`src/rtl/gcd_serial_ctrl.sv`:
```
// gcd_serial_ctrl
//   Serial pad sequencer for the gcd core. An operand pair {A, B} of 2*OPW
//   bits is shifted in MSB first on ser_in, issued to the core over the
//   req valid/ready channel, and the OPW-bit response is shifted back out
//   MSB first on ser_out. Every output is a register.
//
//   Optional feature: define GCD_CTRL_TIMEOUT_EN to abort a WAIT that lasts
//   TIMEOUT_CYC cycles without a response. The abort pulses err for one
//   cycle and returns to LOAD. Without the macro, err is tied low and no
//   wait counter exists.

module gcd_serial_ctrl #(
   parameter int OPW         = 16,
   parameter int TIMEOUT_CYC = 1024
) (
   input  logic             clk,
   input  logic             reset,
   input  logic             ser_in,
   input  logic             ser_in_val,
   output logic             ser_out,
   output logic             ser_out_val,
   output logic             busy,
   output logic             err,
   output logic [2*OPW-1:0] req_msg,
   output logic             req_val,
   input  logic             req_rdy,
   input  logic [OPW-1:0]   resp_msg,
   input  logic             resp_val,
   output logic             resp_rdy
);

   // The bit counter is shared: it counts up to 2*OPW input bits in LOAD
   // and up to OPW output bits in SHIFT.
   localparam int CW = $clog2(2*OPW + 1);
   localparam logic [CW-1:0] LAST_IN_BIT = CW'(2*OPW - 1);
   localparam logic [CW-1:0] OUT_BITS    = CW'(OPW);

   typedef enum logic [1:0] {
      ST_LOAD  = 2'd0,
      ST_ISSUE = 2'd1,
      ST_WAIT  = 2'd2,
      ST_SHIFT = 2'd3
   } state_t;

   state_t           state, state_n;
   logic [CW-1:0]    cnt, cnt_n;
   logic [2*OPW-1:0] req_msg_n;
   logic [OPW-1:0]   result, result_n;
   logic             ser_out_n;
   logic             ser_out_val_n;
   logic             req_val_n;
   logic             resp_rdy_n;
   logic             busy_n;

   // Reject parameter values that would give zero-width or meaningless counters.
   if (OPW < 2 || TIMEOUT_CYC < 1) begin : g_param_check
      $error("gcd_serial_ctrl: OPW must be >= 2 and TIMEOUT_CYC >= 1");
   end

`ifdef GCD_CTRL_TIMEOUT_EN
   localparam int TW = $clog2(TIMEOUT_CYC + 1);
   localparam logic [TW-1:0] LAST_WAIT = TW'(TIMEOUT_CYC - 1);

   logic [TW-1:0] wait_cnt, wait_cnt_n;
   logic          err_q, err_n;

   assign err = err_q;
`else
   assign err = 1'b0;
`endif

   // Next-state and next-register computation; every target gets a hold or
   // idle default first so that only the active state's actions override it.
   always_comb begin
      state_n       = state;
      cnt_n         = cnt;
      req_msg_n     = req_msg;
      result_n      = result;
      ser_out_n     = 1'b0;
      ser_out_val_n = 1'b0;
`ifdef GCD_CTRL_TIMEOUT_EN
      wait_cnt_n    = wait_cnt;
      err_n         = 1'b0;
`endif

      case (state)
         ST_LOAD: begin
            if (ser_in_val) begin
               req_msg_n = {req_msg[2*OPW-2:0], ser_in};
               if (cnt == LAST_IN_BIT) begin
                  cnt_n   = '0;
                  state_n = ST_ISSUE;
               end else begin
                  cnt_n = cnt + CW'(1);
               end
            end
         end

         ST_ISSUE: begin
            if (req_val && req_rdy) begin
               state_n = ST_WAIT;
`ifdef GCD_CTRL_TIMEOUT_EN
               wait_cnt_n = '0;
`endif
            end
         end

         ST_WAIT: begin
            if (resp_val && resp_rdy) begin
               ser_out_n     = resp_msg[OPW-1];
               ser_out_val_n = 1'b1;
               result_n      = {resp_msg[OPW-2:0], 1'b0};
               cnt_n         = CW'(1);
               state_n       = ST_SHIFT;
            end
`ifdef GCD_CTRL_TIMEOUT_EN
            else if (wait_cnt == LAST_WAIT) begin
               err_n    = 1'b1;
               result_n = '0;
               state_n  = ST_LOAD;
            end else begin
               wait_cnt_n = wait_cnt + TW'(1);
            end
`endif
         end

         ST_SHIFT: begin
            if (cnt == OUT_BITS) begin
               cnt_n   = '0;
               state_n = ST_LOAD;
            end else begin
               ser_out_n     = result[OPW-1];
               ser_out_val_n = 1'b1;
               result_n      = {result[OPW-2:0], 1'b0};
               cnt_n         = cnt + CW'(1);
            end
         end

         default: begin
            state_n = ST_LOAD;
            cnt_n   = '0;
         end
      endcase

      req_val_n  = (state_n == ST_ISSUE);
      resp_rdy_n = (state_n == ST_WAIT);
      busy_n     = (state_n != ST_LOAD);
   end

   // State register; reset drops any operation in progress straight back to LOAD.
   always_ff @(posedge clk or posedge reset) begin
      if (reset) begin
         state <= ST_LOAD;
      end else begin
         state <= state_n;
      end
   end

   // Datapath and output registers, derived from the next state so handshake
   // outputs line up with the state they describe.
   always_ff @(posedge clk or posedge reset) begin
      if (reset) begin
         cnt         <= '0;
         req_msg     <= '0;
         result      <= '0;
         ser_out     <= 1'b0;
         ser_out_val <= 1'b0;
         req_val     <= 1'b0;
         resp_rdy    <= 1'b0;
         busy        <= 1'b0;
      end else begin
         cnt         <= cnt_n;
         req_msg     <= req_msg_n;
         result      <= result_n;
         ser_out     <= ser_out_n;
         ser_out_val <= ser_out_val_n;
         req_val     <= req_val_n;
         resp_rdy    <= resp_rdy_n;
         busy        <= busy_n;
      end
   end

`ifdef GCD_CTRL_TIMEOUT_EN
   // Response watchdog: counts WAIT cycles and produces the one-cycle abort pulse.
   always_ff @(posedge clk or posedge reset) begin
      if (reset) begin
         wait_cnt <= '0;
         err_q    <= 1'b0;
      end else begin
         wait_cnt <= wait_cnt_n;
         err_q    <= err_n;
      end
   end
`endif

endmodule

```
`config.mk`:
```
export PLATFORM = sky130hd
export DESIGN_NAME = gcd_serial_ctrl
export DESIGN_NICKNAME = d
export VERILOG_FILES = /design/src/rtl/gcd_serial_ctrl.sv
export SDC_FILE = /design/constraint.sdc
export NUM_CORES = 1
export LEC_CHECK = 0
export ABC_AREA = 0
export CORE_UTILIZATION = 35
export DETAILED_ROUTE_END_ITERATION = 12
export PLACE_DENSITY_LB_ADDON = 0.08
export REMOVE_ABC_BUFFERS = 1
export SLEW_MARGIN = 10
export SYNTH_ARGS = -nofsm -noshare
export SYNTH_HDL_FRONTEND = slang
export SYNTH_SLANG_ARGS = --single-unit
```
`constraint.sdc`:
```
create_clock -name clk -period 2.75 [get_ports clk]
set_clock_uncertainty 0.1 [all_clocks]
set_input_delay 0.55 -clock clk [delete_from_list [all_inputs] [get_ports clk]]
set_output_delay 0.55 -clock clk [all_outputs]
set_load 0.1 [all_outputs]
```
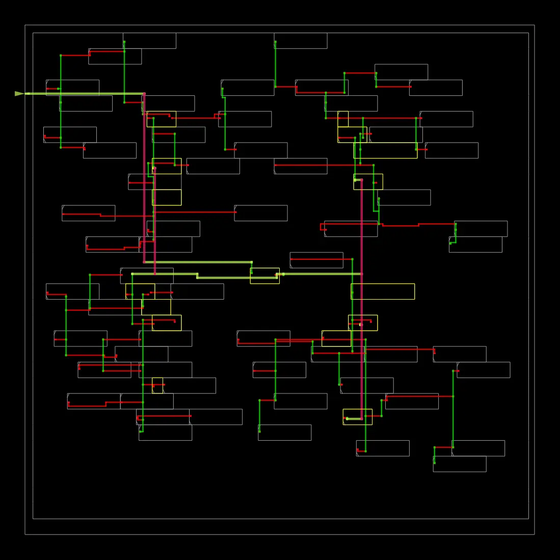
Fig. 1. Clock routing (run 1).
CLK BUF: 12
clk latency late pin: 330 ps

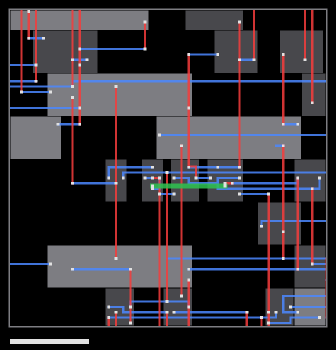
Fig. 2. Layout detail (run 1).
Bar = 5 um. Region (34, 52) to (54, 72) um. Cells in gray, sequential cells in the stronger gray; small squares are vias.
Green is M3. Red is M2. Blue is M1.
Most frequent: dfrtp_1 (3), buf_4 (3). 15 logic cells have their middle in the window. Sequential cells in the window: 3.

==> impl_metrics.json, run 1 <==
{
  "pwr-share-seq": 0.327,
  "synth-seq-cells": 60,
  "edf_count": 0,
  "cp.required_ps": 2860,
  "antenna_cells": 0,
  "layout_top_cells": "dfrtp_1, buf_4, mux2_2, clkdlybuf4s50_1, a21oi_1",
  "nonClkBufAreaFrac": 0.163,
  "status": "completed",
  "synth_cell_types": 36,
  "dr.pass1.iters": 4,
  "ir_drop_mv": 0.823,
  "swShare": 0.434,
  "worst_hold_path_type": "in2async",
  "mostFrequentLayoutCell": "dfrtp_1",
  "power.density_nw_per_um2": 1180,
  "die-width_um": 88.4,
  "syn-instance-count": 212,
  "ys_cells": 212,
  "viasPerCell": 4.81,
  "most_common_cell": "dfrtp_1"
}
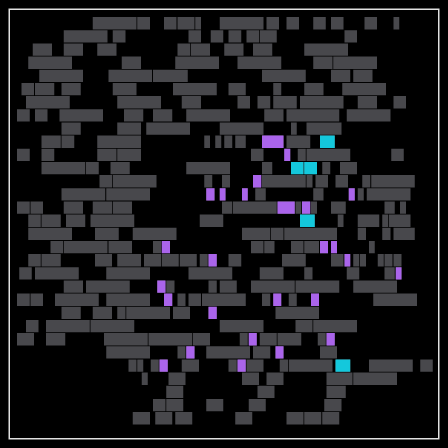
Fig. 3. Logic cells by family (run 1).
Cyan is non-inverting ao/oa cells, cells 5, most used a21o_1. Purple is nor cells, cells 26, most used nor3_1.

==> run 1: worst max-delay path by stage <==
stage / start / end / slack (ps) / cells past startpoint
floorplan: ser_in_val / cnt[2]$_DFFE_PP0P_ / -1200 / 4
global placement: ser_in_val / req_msg[1]$_DFFE_PP0P_ / 530 / 4
detailed placement: ser_in_val / req_msg[5]$_DFFE_PP0P_ / 500 / 4
CTS: cnt[0]$_DFFE_PP0P_ / result[1]$_DFFE_PP0P_ / 790 / 7
global route: cnt[0]$_DFFE_PP0P_ / result[4]$_DFFE_PP0P_ / 700 / 7
finish: cnt[0]$_DFFE_PP0P_ / result[1]$_DFFE_PP0P_ / 800 / 7
Fig. 4: run 1, wiring heat map
The die is cut into 18 by 18 equal tiles; white is low, dark blue is high, scaled to the fullest tile. Values are wire area over tile area, all layers added.
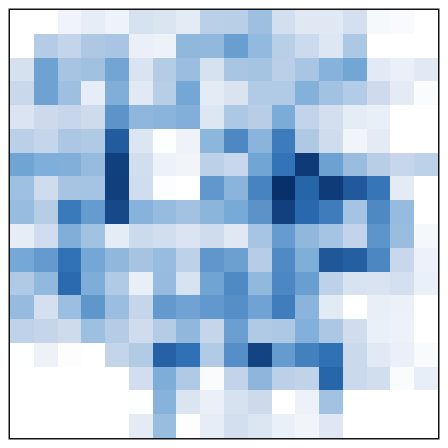

==> run 1 -> run 2 <==
Clock period 2.75 ns to 1.92 ns, I/O delays scaled along.
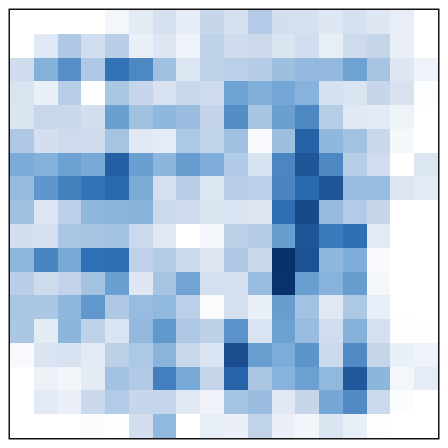
Fig. 5. Wiring heat map (run 2).
The die is cut into 18 by 18 equal tiles; white is low, dark blue is high, scaled to the fullest tile. Values are wire area over tile area, all layers added.
The densest ninth of the die: left middle. 11% of the tiles are nearly empty. The mean over all tiles is 0.11. The fullest tile reaches 0.36. 18% of the tiles are over half the peak.

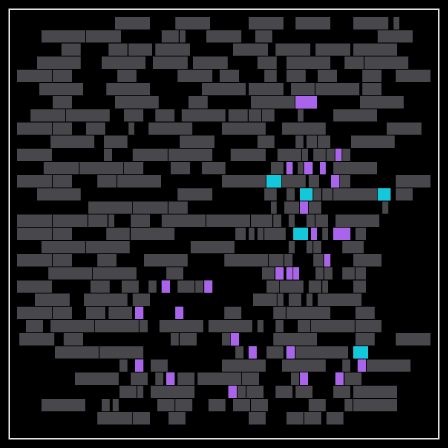
Fig. 6. Logic cells by family (run 2).
combinational share of cell area: 0.257
most numerous logic cell after layout: dfrtp_1
final std cells w/o fill: 388

==> run 2 against run 1 <==
Against the previous run: worst hold slack got worse by 83 ps; synthesized area unchanged; largest cell class unchanged; wire length increased by 2.7%; synthesized cell count unchanged; cell count increased by 2.1%; total power increased by 51%; register-to-register slack got worse by 700 ps; highest routed layer unchanged; sequential share of layout area decreased by 5.4 points; non-clock buffer count increased by 9; fmax increased by 7.2%.
==> impl_metrics.json, run 2 <==
{
  "status": "completed",
  "syn-instance-count": 212,
  "crit_end": "result[15]$_DFFE_PP0P_",
  "hold_viol": 0,
  "critical_path_buf_inv_count": 1,
  "critPathCaptureType": "flip-flop",
  "cp.required_ps": 2040,
  "layout_top_cells": "dfrtp_1, buf_12, mux2_2, clkdlybuf4s50_1, a21oi_1",
  "cts_tree": "done",
  "ir_drop_mv": 1.55,
  "antenna_cells": 0,
  "flop_area_um2": 1500,
  "synthMuxAreaShare": 0.198,
  "grt-busiest-layer": "met2",
  "dr.pass1.iters": 4,
  "power.density_nw_per_um2": 1560,
  "pwr-share-seq": 0.315,
  "critPathLaunch": "cnt[1]$_DFFE_PP0P_",
  "synth-seq-cells": 60,
  "die-width_um": 88.4,
  "critical_path_cell_count": 6,
  "reg2reg_from": "cnt[1]$_DFFE_PP0P_",
  "post_synth.cell_area_avg_um2": 12.3,
  "nonClkBufAreaFrac": 0.281,
  "ys_cells": 212,
  "synth_cell_types": 36,
  "viasPerCell": 4.76,
  "layout-drive-gt1-share": 0.363,
  "num_rows": 31,
  "nClkBuffers": 13,
  "clk_latency_ps": 330
}
==> run 2: netlist changes by cell type in the layout (fill, tap and decap cells not counted), sizes merged <==
cell	before	now
bufinv	2	1
clkinv	2	1
clkbuf	12	13
buf	44	53
==> run 2: power groups by stage <==
stage          logic [mW]  clock network, mW  registers (mW)
2_1_floorplan        1.14                  0            2.76
3_3_place_gp         3.12                  0            1.96
4_1_cts              3.15               1.13            1.95
3_5_place_dp         3.14                  0            1.97
6_report             3.14               1.09            1.94
5_1_grt              3.37               1.19            2.00
==> run 2: what timing repair did <==
action                                 CTS  global route
setup endpoints to repair                0             2
endpoints found under the hold margin    0             0
gates resized                            0             2
==> run 2 -> run 3 <==
Settings changed: GPL_ROUTABILITY_DRIVEN from default to 0.
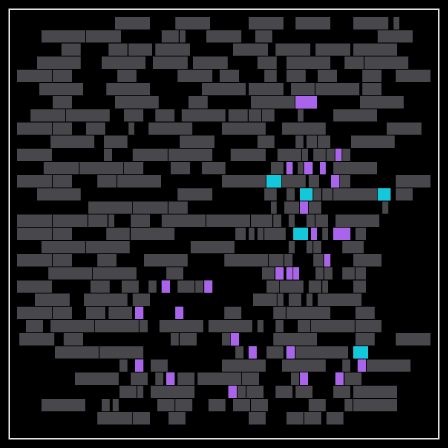
Fig. 7. Logic cells by family (run 3).

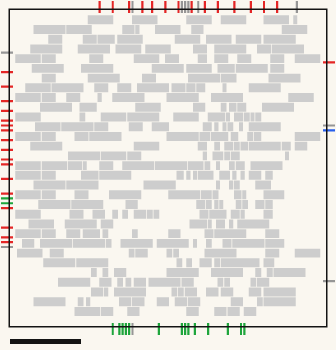
Fig. 8. Ports around the boundary (run 3).
Bar = 20 um. Pins as bars across the die edge, other pins in gray.
Blue is resp_val, pins 1, direction input, edge right. Red is req_msg, pins 32, direction output, edge 17 left, 14 top, 1 right. Green is resp_msg, pins 16, direction input, edge 14 bottom, 2 left.
All pins by edge: 21 left, 20 top, 15 bottom, 4 right.

==> run 3 against run 2 <==
Against the previous run: setup slack is the same; global-route usage stayed put; sequential power about the same; non-clock buffer count is the same; cell area unchanged; register-to-register slack is essentially flat; clock power is essentially flat; cell count did not move; critical endpoint unchanged; largest cell class unchanged.
==> impl_metrics.json, run 3 <==
{
  "critPathCaptureType": "flip-flop",
  "crit_end": "result[15]$_DFFE_PP0P_",
  "edf_count": 0,
  "reg2reg_from": "cnt[1]$_DFFE_PP0P_",
  "wl_per_cell_um": 13.8,
  "hold_viol": 0,
  "flop_area_um2": 1500,
  "worst_hold_path_type": "in2async",
  "cp.required_ps": 2040,
  "power.density_nw_per_um2": 1560,
  "stdcell_count": 388,
  "syn-instance-count": 212,
  "layout_top_cells": "dfrtp_1, buf_12, mux2_2, clkdlybuf4s50_1, a21oi_1",
  "most_common_cell": "dfrtp_1",
  "critical_path_cell_count": 6,
  "layout-drive-gt1-share": 0.363,
  "critPathLaunch": "cnt[1]$_DFFE_PP0P_",
  "swShare": 0.424,
  "clk-power_mw": 1.09,
  "mostFrequentLayoutCell": "dfrtp_1",
  "cts_tree": "done",
  "dr.pass1.iters": 4,
  "pwr-share-seq": 0.315,
  "ir_drop_mv": 1.55,
  "p_comb_mw": 3.14,
  "seq_cell_power_mw": 1.94,
  "status": "completed",
  "num_rows": 31,
  "post_synth.cell_area_avg_um2": 12.3,
  "clk_latency_ps": 330,
  "critical_path_buf_inv_count": 1
}
run 3: cell counts after synthesis:
Identical to the previous run, type by type.
run 3: cell families (layout without fill, tap and decap cells):
group,after synthesis,in the layout,share of synthesized area
adders and majority gates,2,2,0.00957
other,1,1,0.00143
buffers and inverters,18,95,0.0369
AOI/OAI and AO/OA,38,38,0.0919
DFF,60,60,0.574
and+or+nand+nor,46,46,0.0881
muxes,47,47,0.198
run 3: layout make-up:
type | count | share of cell area
clock buffer | 13 | 0.0376
clock inverter | 2 | 0.00884
inverter | 6 | 0.00568
multi-input combinational | 134 | 0.257
sequential | 60 | 0.379
tap | 99 | 0.0312
timing repair buffer | 74 | 0.281
run 3: tightest hold or removal path: stages:
cell and delay (ps):
clkdlybuf4s50_1 410, inv_2 70, buf_12 280
Power figures rest on the tool's default switching activity, not on a simulated workload.
